run_1/ff_map.png
Scale bar: 20 um. Other cells in gray.
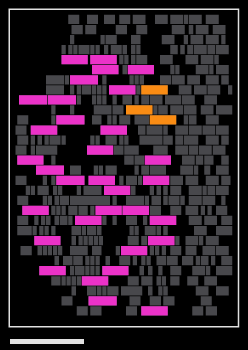
run_1/gates.png
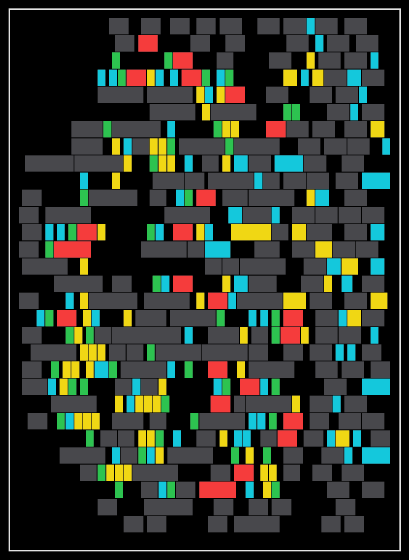
run_1/congestion_map.png
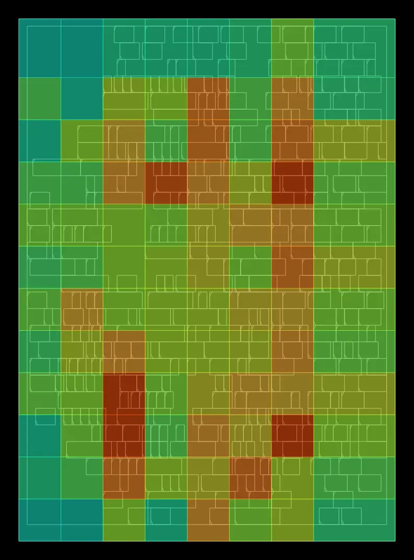
run_1/m3.png
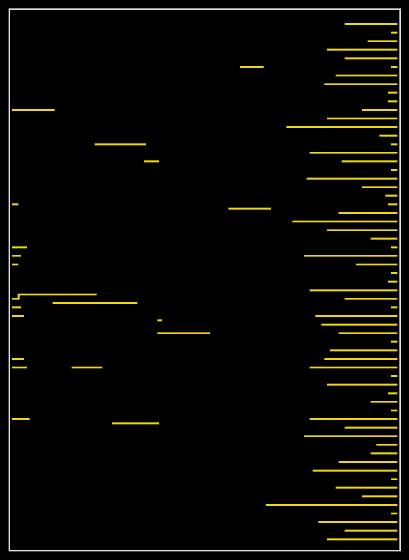
### src/rtl/cpu_check_pkg.sv
// Shared types and constants for the CPU run checker.
package cpu_check_pkg;

   typedef enum logic [2:0] {
      S_IDLE,
      S_RUN,
      S_DRAIN,
      S_CHECK,
      S_DONE
   } state_e;

   localparam logic [31:0] SYSCALL_INSTR = 32'h0000_000C;
   localparam int          V0_IDX        = 2;
   localparam logic [31:0] EXIT_CODE     = 32'd10;

   function automatic int idx_w(input int n);
      return (n > 1) ? $clog2(n) : 1;
   endfunction

endpackage

### src/rtl/halt_detector.sv
// Flags program end: exit syscall with v0 == 10, or a PC held for STABLE_CYCLES cycles.
module halt_detector
   import cpu_check_pkg::*;
#(
   parameter int STABLE_CYCLES = 8
) (
   input  logic        clk,
   input  logic        reset,
   input  logic        clear,
   input  logic [31:0] pc_debug,
   input  logic [31:0] instr_debug,
   input  logic [31:0] v0,
   output logic        halt
);
   localparam int SW = (STABLE_CYCLES > 1) ? $clog2(STABLE_CYCLES) : 1;
   localparam logic [SW-1:0] STAB_LAST = SW'(STABLE_CYCLES - 1);

   logic [31:0]   prev_pc_q;
   logic [SW-1:0] stab_q, stab_d;
   logic          pc_same;
   logic          exit_hit;
   logic          stable_hit;

   assign pc_same    = (pc_debug == prev_pc_q);
   assign exit_hit   = (instr_debug == SYSCALL_INSTR) && (v0 == EXIT_CODE);
   // stab_q counts equal-PC cycles already seen, so this cycle is the last one
   assign stable_hit = (STABLE_CYCLES != 0) && pc_same && (stab_q == STAB_LAST);
   assign halt       = exit_hit || stable_hit;

   always_comb begin
      stab_d = stab_q;
      if (!pc_same)
         stab_d = '0;
      else if (stab_q != STAB_LAST)
         stab_d = stab_q + 1'b1;
   end

   always_ff @(posedge clk) begin
      if (reset) begin
         prev_pc_q <= '0;
         stab_q    <= '0;
      end else if (clear) begin
         prev_pc_q <= pc_debug;
         stab_q    <= '0;
      end else begin
         prev_pc_q <= pc_debug;
         stab_q    <= stab_d;
      end
   end

endmodule

### config.mk
export PLATFORM = sky130hd
export DESIGN_NAME = halt_detector
export DESIGN_NICKNAME = d
export VERILOG_FILES = /design/src/rtl/cpu_check_pkg.sv /design/src/rtl/halt_detector.sv
export SDC_FILE = /design/constraint.sdc
export NUM_CORES = 1
export LEC_CHECK = 0
export ABC_AREA = 1
export CAP_MARGIN = 20
export CORE_ASPECT_RATIO = 1.4
export CORE_UTILIZATION = 34
export CTS_CLUSTER_DIAMETER = 150
export DETAILED_ROUTE_END_ITERATION = 8
export HOLD_SLACK_MARGIN = 0.06
export PLACE_DENSITY = 0.77
export SLEW_MARGIN = 10
export SYNTH_ARGS = -nofsm -noshare
export SYNTH_HDL_FRONTEND = slang
export SYNTH_SLANG_ARGS = --single-unit
### constraint.sdc
create_clock -name clk -period 1.29 [get_ports clk]
set_clock_uncertainty 0.2 [all_clocks]
set_input_delay 0.258 -clock clk [delete_from_list [all_inputs] [get_ports clk]]
set_output_delay 0.258 -clock clk [all_outputs]
set_load 0.03 [all_outputs]
==> results.json, run 1 <==
{
  "setup_slack_ps": -675.8,
  "violations": "negative setup slack",
  "place.gp.congestion": 0.7343,
  "whs_ps": 140.2,
  "maxCapViolCount": 0,
  "largest-register": "prev_pc_q",
  "wl_met2_um": 2552,
  "numClockSinks": 35,
  "synth.net_count": 349,
  "first_iter_violations": 19,
  "grt_max_degree": 15,
  "worstPathMaxFanout": 1,
  "synthFlopType": "dfxtp_1",
  "routed_via_density": 4.280,
  "top_regs": "prev_pc_q (32), stab_q (3)",
  "warnings": 29,
  "cp-end-kind": "output port",
  "clock_latency_ps": 280,
  "dieHeight_um": 85.52,
  "dp_cells": 419,
  "buffers": 124,
  "cp_top_family": "simple AND/OR/NAND/NOR gates",
  "area_leaders": "dfxtp_1, nor2_1, nand2_1",
  "die-area_um2": 5273,
  "tns_ps": -1220,
  "routed.top_layer": "met4",
  "cp.required_ps": 830,
  "stdcell_area_um2": 3098,
  "setup_viol": 4,
  "synth_cell_types": 17,
  "cp_slowest_stage_delay_ps": 440,
  "top_power_group": "sequential cells",
  "finalClockPeriodUsage_pct": 152.4,
  "logic_area_um2": 882.1,
  "nets": 476,
  "grt.busiest_layer": "met2",
  "drv_slew": 0,
  "antennaDiodeCount": 0,
  "leakage_nw": 1.469,
  "boundaryPins": 100,
  "seq_cell_power_mw": 1.16,
  "clockBufferDepth": 2,
  "stdcell_count": 440,
  "crit_chain": "clkdlybuf4s50_1, nor4_2, nand3_1, nor2_2, nand2_1, nand2_2, buf_6",
  "area.share.combinational_pct": 28.47,
  "port_buffers": 99,
  "seq_cells": 35,
  "yosysSeqAreaShare_pct": 41.36,
  "p_sw_mw": 0.5899,
  "edf_count": 0,
  "worst_pin_slew_ps": 253.4,
  "grtUsageMet2_pct": 38.81,
  "grt.total_usage_pct": 18.95,
  "ir_drop_uv": 863.1,
  "status": "finished, violations left",
  "relSlewSlack_pct": 82.97,
  "ys_cells": 248,
  "dr.pass1.iters": 6,
  "largest_reg_flops": 32
}
Notes on ff_map.png above:
legend:
  stab_q:
    color: orange
    flops: 3
  prev_pc_q:
    color: magenta
    flops: 32

Notes on gates.png above:
legend:
  xor and xnor cells:
    color: red
    cells: 22
    most_used: xnor2_1
  nand cells:
    color: yellow
    cells: 67
    most_used: nand2_1
    where: widely spread
  nor cells:
    color: cyan
    cells: 71
    most_used: nor2_1
    where: widely spread
  inv cells:
    color: green
    cells: 45
    most_used: inv_1

Notes on congestion_map.png above:
final core utilization: 64.48%
met1 usage: 14.84%
wire per inst: 10.89 um
grt met3 use: 4.977%

Notes on m3.png above:
main direction: horizontal
nets with wire on the layer: 75
wire length on this layer: 529 um
longest straight run: 20.5 um
WL final: 4791 um
vias: 1883

-- run 1: worst paths after layout --
kind                            startpoint                      end  slack (ps)  cells past startpoint
setup / recovery                     v0[9]                     halt        -680                      7
hold / removal                 pc_debug[4]  prev_pc_q[4]$_SDFF_PP0_         140                      3
setup reg to reg  prev_pc_q[12]$_SDFF_PP0_   stab_q[2]$_SDFFE_PP0N_        -200                     11
hold reg to reg     stab_q[1]$_SDFFE_PP0N_   stab_q[1]$_SDFFE_PP0N_         330                      2
-- run 1: logic make-up (layout without fill, tap and decap cells) --
family / after synthesis / after routing / share of synthesized area [%]
buffers and inverters: 49 / 177 / 10.86
and+or+nand+nor: 138 / 138 / 33.75
adders and majority gates: 2 / 2 / 1.477
DFF: 35 / 35 / 41.36
xor gates and xnor gates: 22 / 22 / 11.37
muxes: 2 / 2 / 1.182
run_1/m2.png
Scale bar: 20 um.
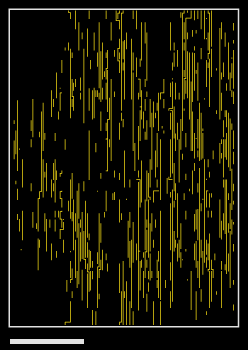

--- run 2 (diff from run 1) ---
SETUP_SLACK_MARGIN = 0.02   (was default)
run_2/m2.png
Scale bar: 20 um.
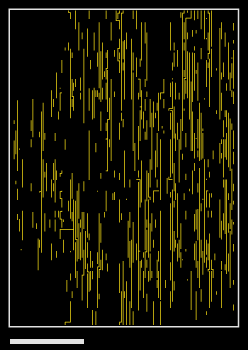
longest straight run: 38.1 um
wire length on this layer: 2540 um
share of all routed wire: 53%
met2 global-route usage: 38.81%
vias: 1874

==> run 2 against run 1 <==
  * The run still ends with negative setup slack left
  * Critical path type unchanged
  * Design area down 0.24%
  * Largest cell class unchanged
  * Setup slack is the same
  * Routed wire length decreased by 0.67%
==> results.json, run 2 <==
{
  "place.gp.congestion": 0.7343,
  "dr.pass1.iters": 6,
  "top_power_group": "sequential cells",
  "p_sw_mw": 0.5874,
  "port_buffers": 99,
  "synthFlopType": "dfxtp_1",
  "grt.busiest_layer": "met2",
  "stdcell_area_um2": 3090,
  "p_clk_mw": 1.00,
  "r2r_cells": 11,
  "ys_cells": 248,
  "p_comb_share_pct": 19.9,
  "setup_slack_ps": -675.8,
  "leakage_nw": 1.464,
  "maxCapViolCount": 0,
  "ys_sh_mux_pct": 1.182,
  "largest_area_cell": "dfxtp_1",
  "swShare_pct": 21.74,
  "synth.net_count": 349,
  "cp-end-kind": "output port",
  "numClockSinks": 35,
  "cts_buffers": 5,
  "relSlewSlack_pct": 82.97,
  "hold_start": "pc_debug[4]",
  "use_met3_pct": 4.977,
  "yosys-top-cells-count": "nor2_1, nand2_1, inv_1",
  "warnings": 29,
  "async_flop_share_pct": 0,
  "simple_gate_share_pct": 33.75,
  "ir_drop_uv": 863.1,
  "largest_reg_flops": 32,
  "setup_viol": 4,
  "clock_latency_ps": 280,
  "grt.total_usage_pct": 18.95,
  "synth_cell_types": 17,
  "routed_wl_um": 4759,
  "largest-register": "prev_pc_q",
  "antennaDiodeCount": 0,
  "first_global_vias": 1975,
  "startpoint": "v0[9]",
  "grt_max_degree": 15,
  "clockPowerShare_pct": 37.1,
  "drv_slew": 0,
  "top_regs": "prev_pc_q (32), stab_q (3)",
  "die-area_um2": 5273,
  "seq_cell_power_mw": 1.16,
  "worstPathMaxFanout": 1,
  "worst_pin_slew_ps": 253.4,
  "crit_end": "halt",
  "clockBufferDepth": 2,
  "routed_via_density": 4.269,
  "grt_pass1_wl_um": 7431,
  "finalClockPeriodUsage_pct": 152.4,
  "max_freq_mhz": 508.7,
  "holdPathEnd": "prev_pc_q[4]$_SDFF_PP0_",
  "ys_sh_aoi_pct": 0,
  "power.density_nw_per_um2": 874.1,
  "tns_ps": -1221,
  "cp.required_ps": 830,
  "dp_cells": 419,
  "xor_share_pct": 11.37,
  "drc": 0,
  "hold_depth": 3,
  "wl_per_cell_um": 10.84,
  "final_util_pct": 64.32,
  "dieHeight_um": 85.52,
  "nets": 475,
  "boundaryPins": 100,
  "rrSetupSlack_ps": -200,
  "whs_ps": 140.7,
  "topCombFamilyByArea": "simple AND/OR/NAND/NOR gates",
  "first_iter_violations": 19,
  "edf_count": 0,
  "reg2reg_from": "prev_pc_q[12]$_SDFF_PP0_",
  "met1_usage_pct": 14.84,
  "violations": "negative setup slack",
  "status": "finished, violations left",
  "yosysWarningCount": 0,
  "area_leaders": "dfxtp_1, nor2_1, nand2_1",
  "synthAdderAreaFrac_pct": 1.477,
  "yosysSeqAreaShare_pct": 41.36,
  "reg2reg_to": "stab_q[2]$_SDFFE_PP0N_"
}
run_2/gates.png
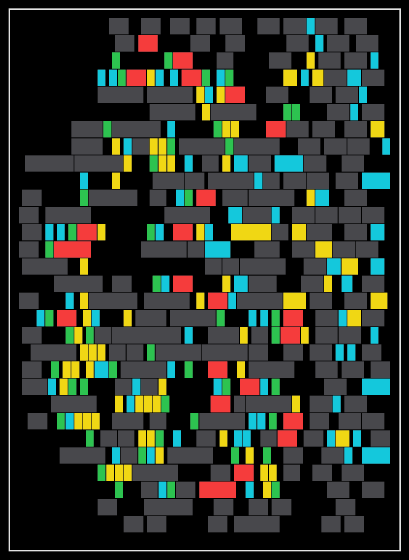
legend:
  inv cells:
    color: green
    cells: 45
    most_used: inv_1
  nand cells:
    color: yellow
    cells: 67
    most_used: nand2_1
    where: widely spread
  nor cells:
    color: cyan
    cells: 71
    most_used: nor2_1
    where: widely spread
  xor and xnor cells:
    color: red
    cells: 22
    most_used: xnor2_1
most frequent logic cell in the layout: clkdlybuf4s50_1
Comb/total area: 28.54%
Post-Layout Cell Count: 439

run 2: worst max-delay path, stage by stage:
cell and delay [ps]:
clkdlybuf4s50_1 440, nor4_2 300, nand3_1 140, nor2_2 120, nand2_1 60, nand2_2 70, buf_6 120
run 2: logic make-up after synthesis:
kind of cell | count (synthesis)
simple gates | 138
buf+inv | 49
flops | 35
xor+xnor | 22
mux | 2
fa+ha+maj | 2
run 2: layout make-up:
cell class | count | area, um2
Fill cell | 452 | 1714
Timing Repair Buffer | 123 | 1132
Multi-Input combinational cell | 164 | 882.1
Sequential cell | 35 | 709.4
Inverter | 45 | 168.9
Clock buffer | 6 | 82.58
Tap cell | 64 | 80.08
Clock inverter | 2 | 35.03
run 2: routing by layer:
metal	vias to the layer above	wire length, um
met5	-	0
met4	0	94
met3	8	529
met2	83	2537
met1	801	1598
li1	982	-
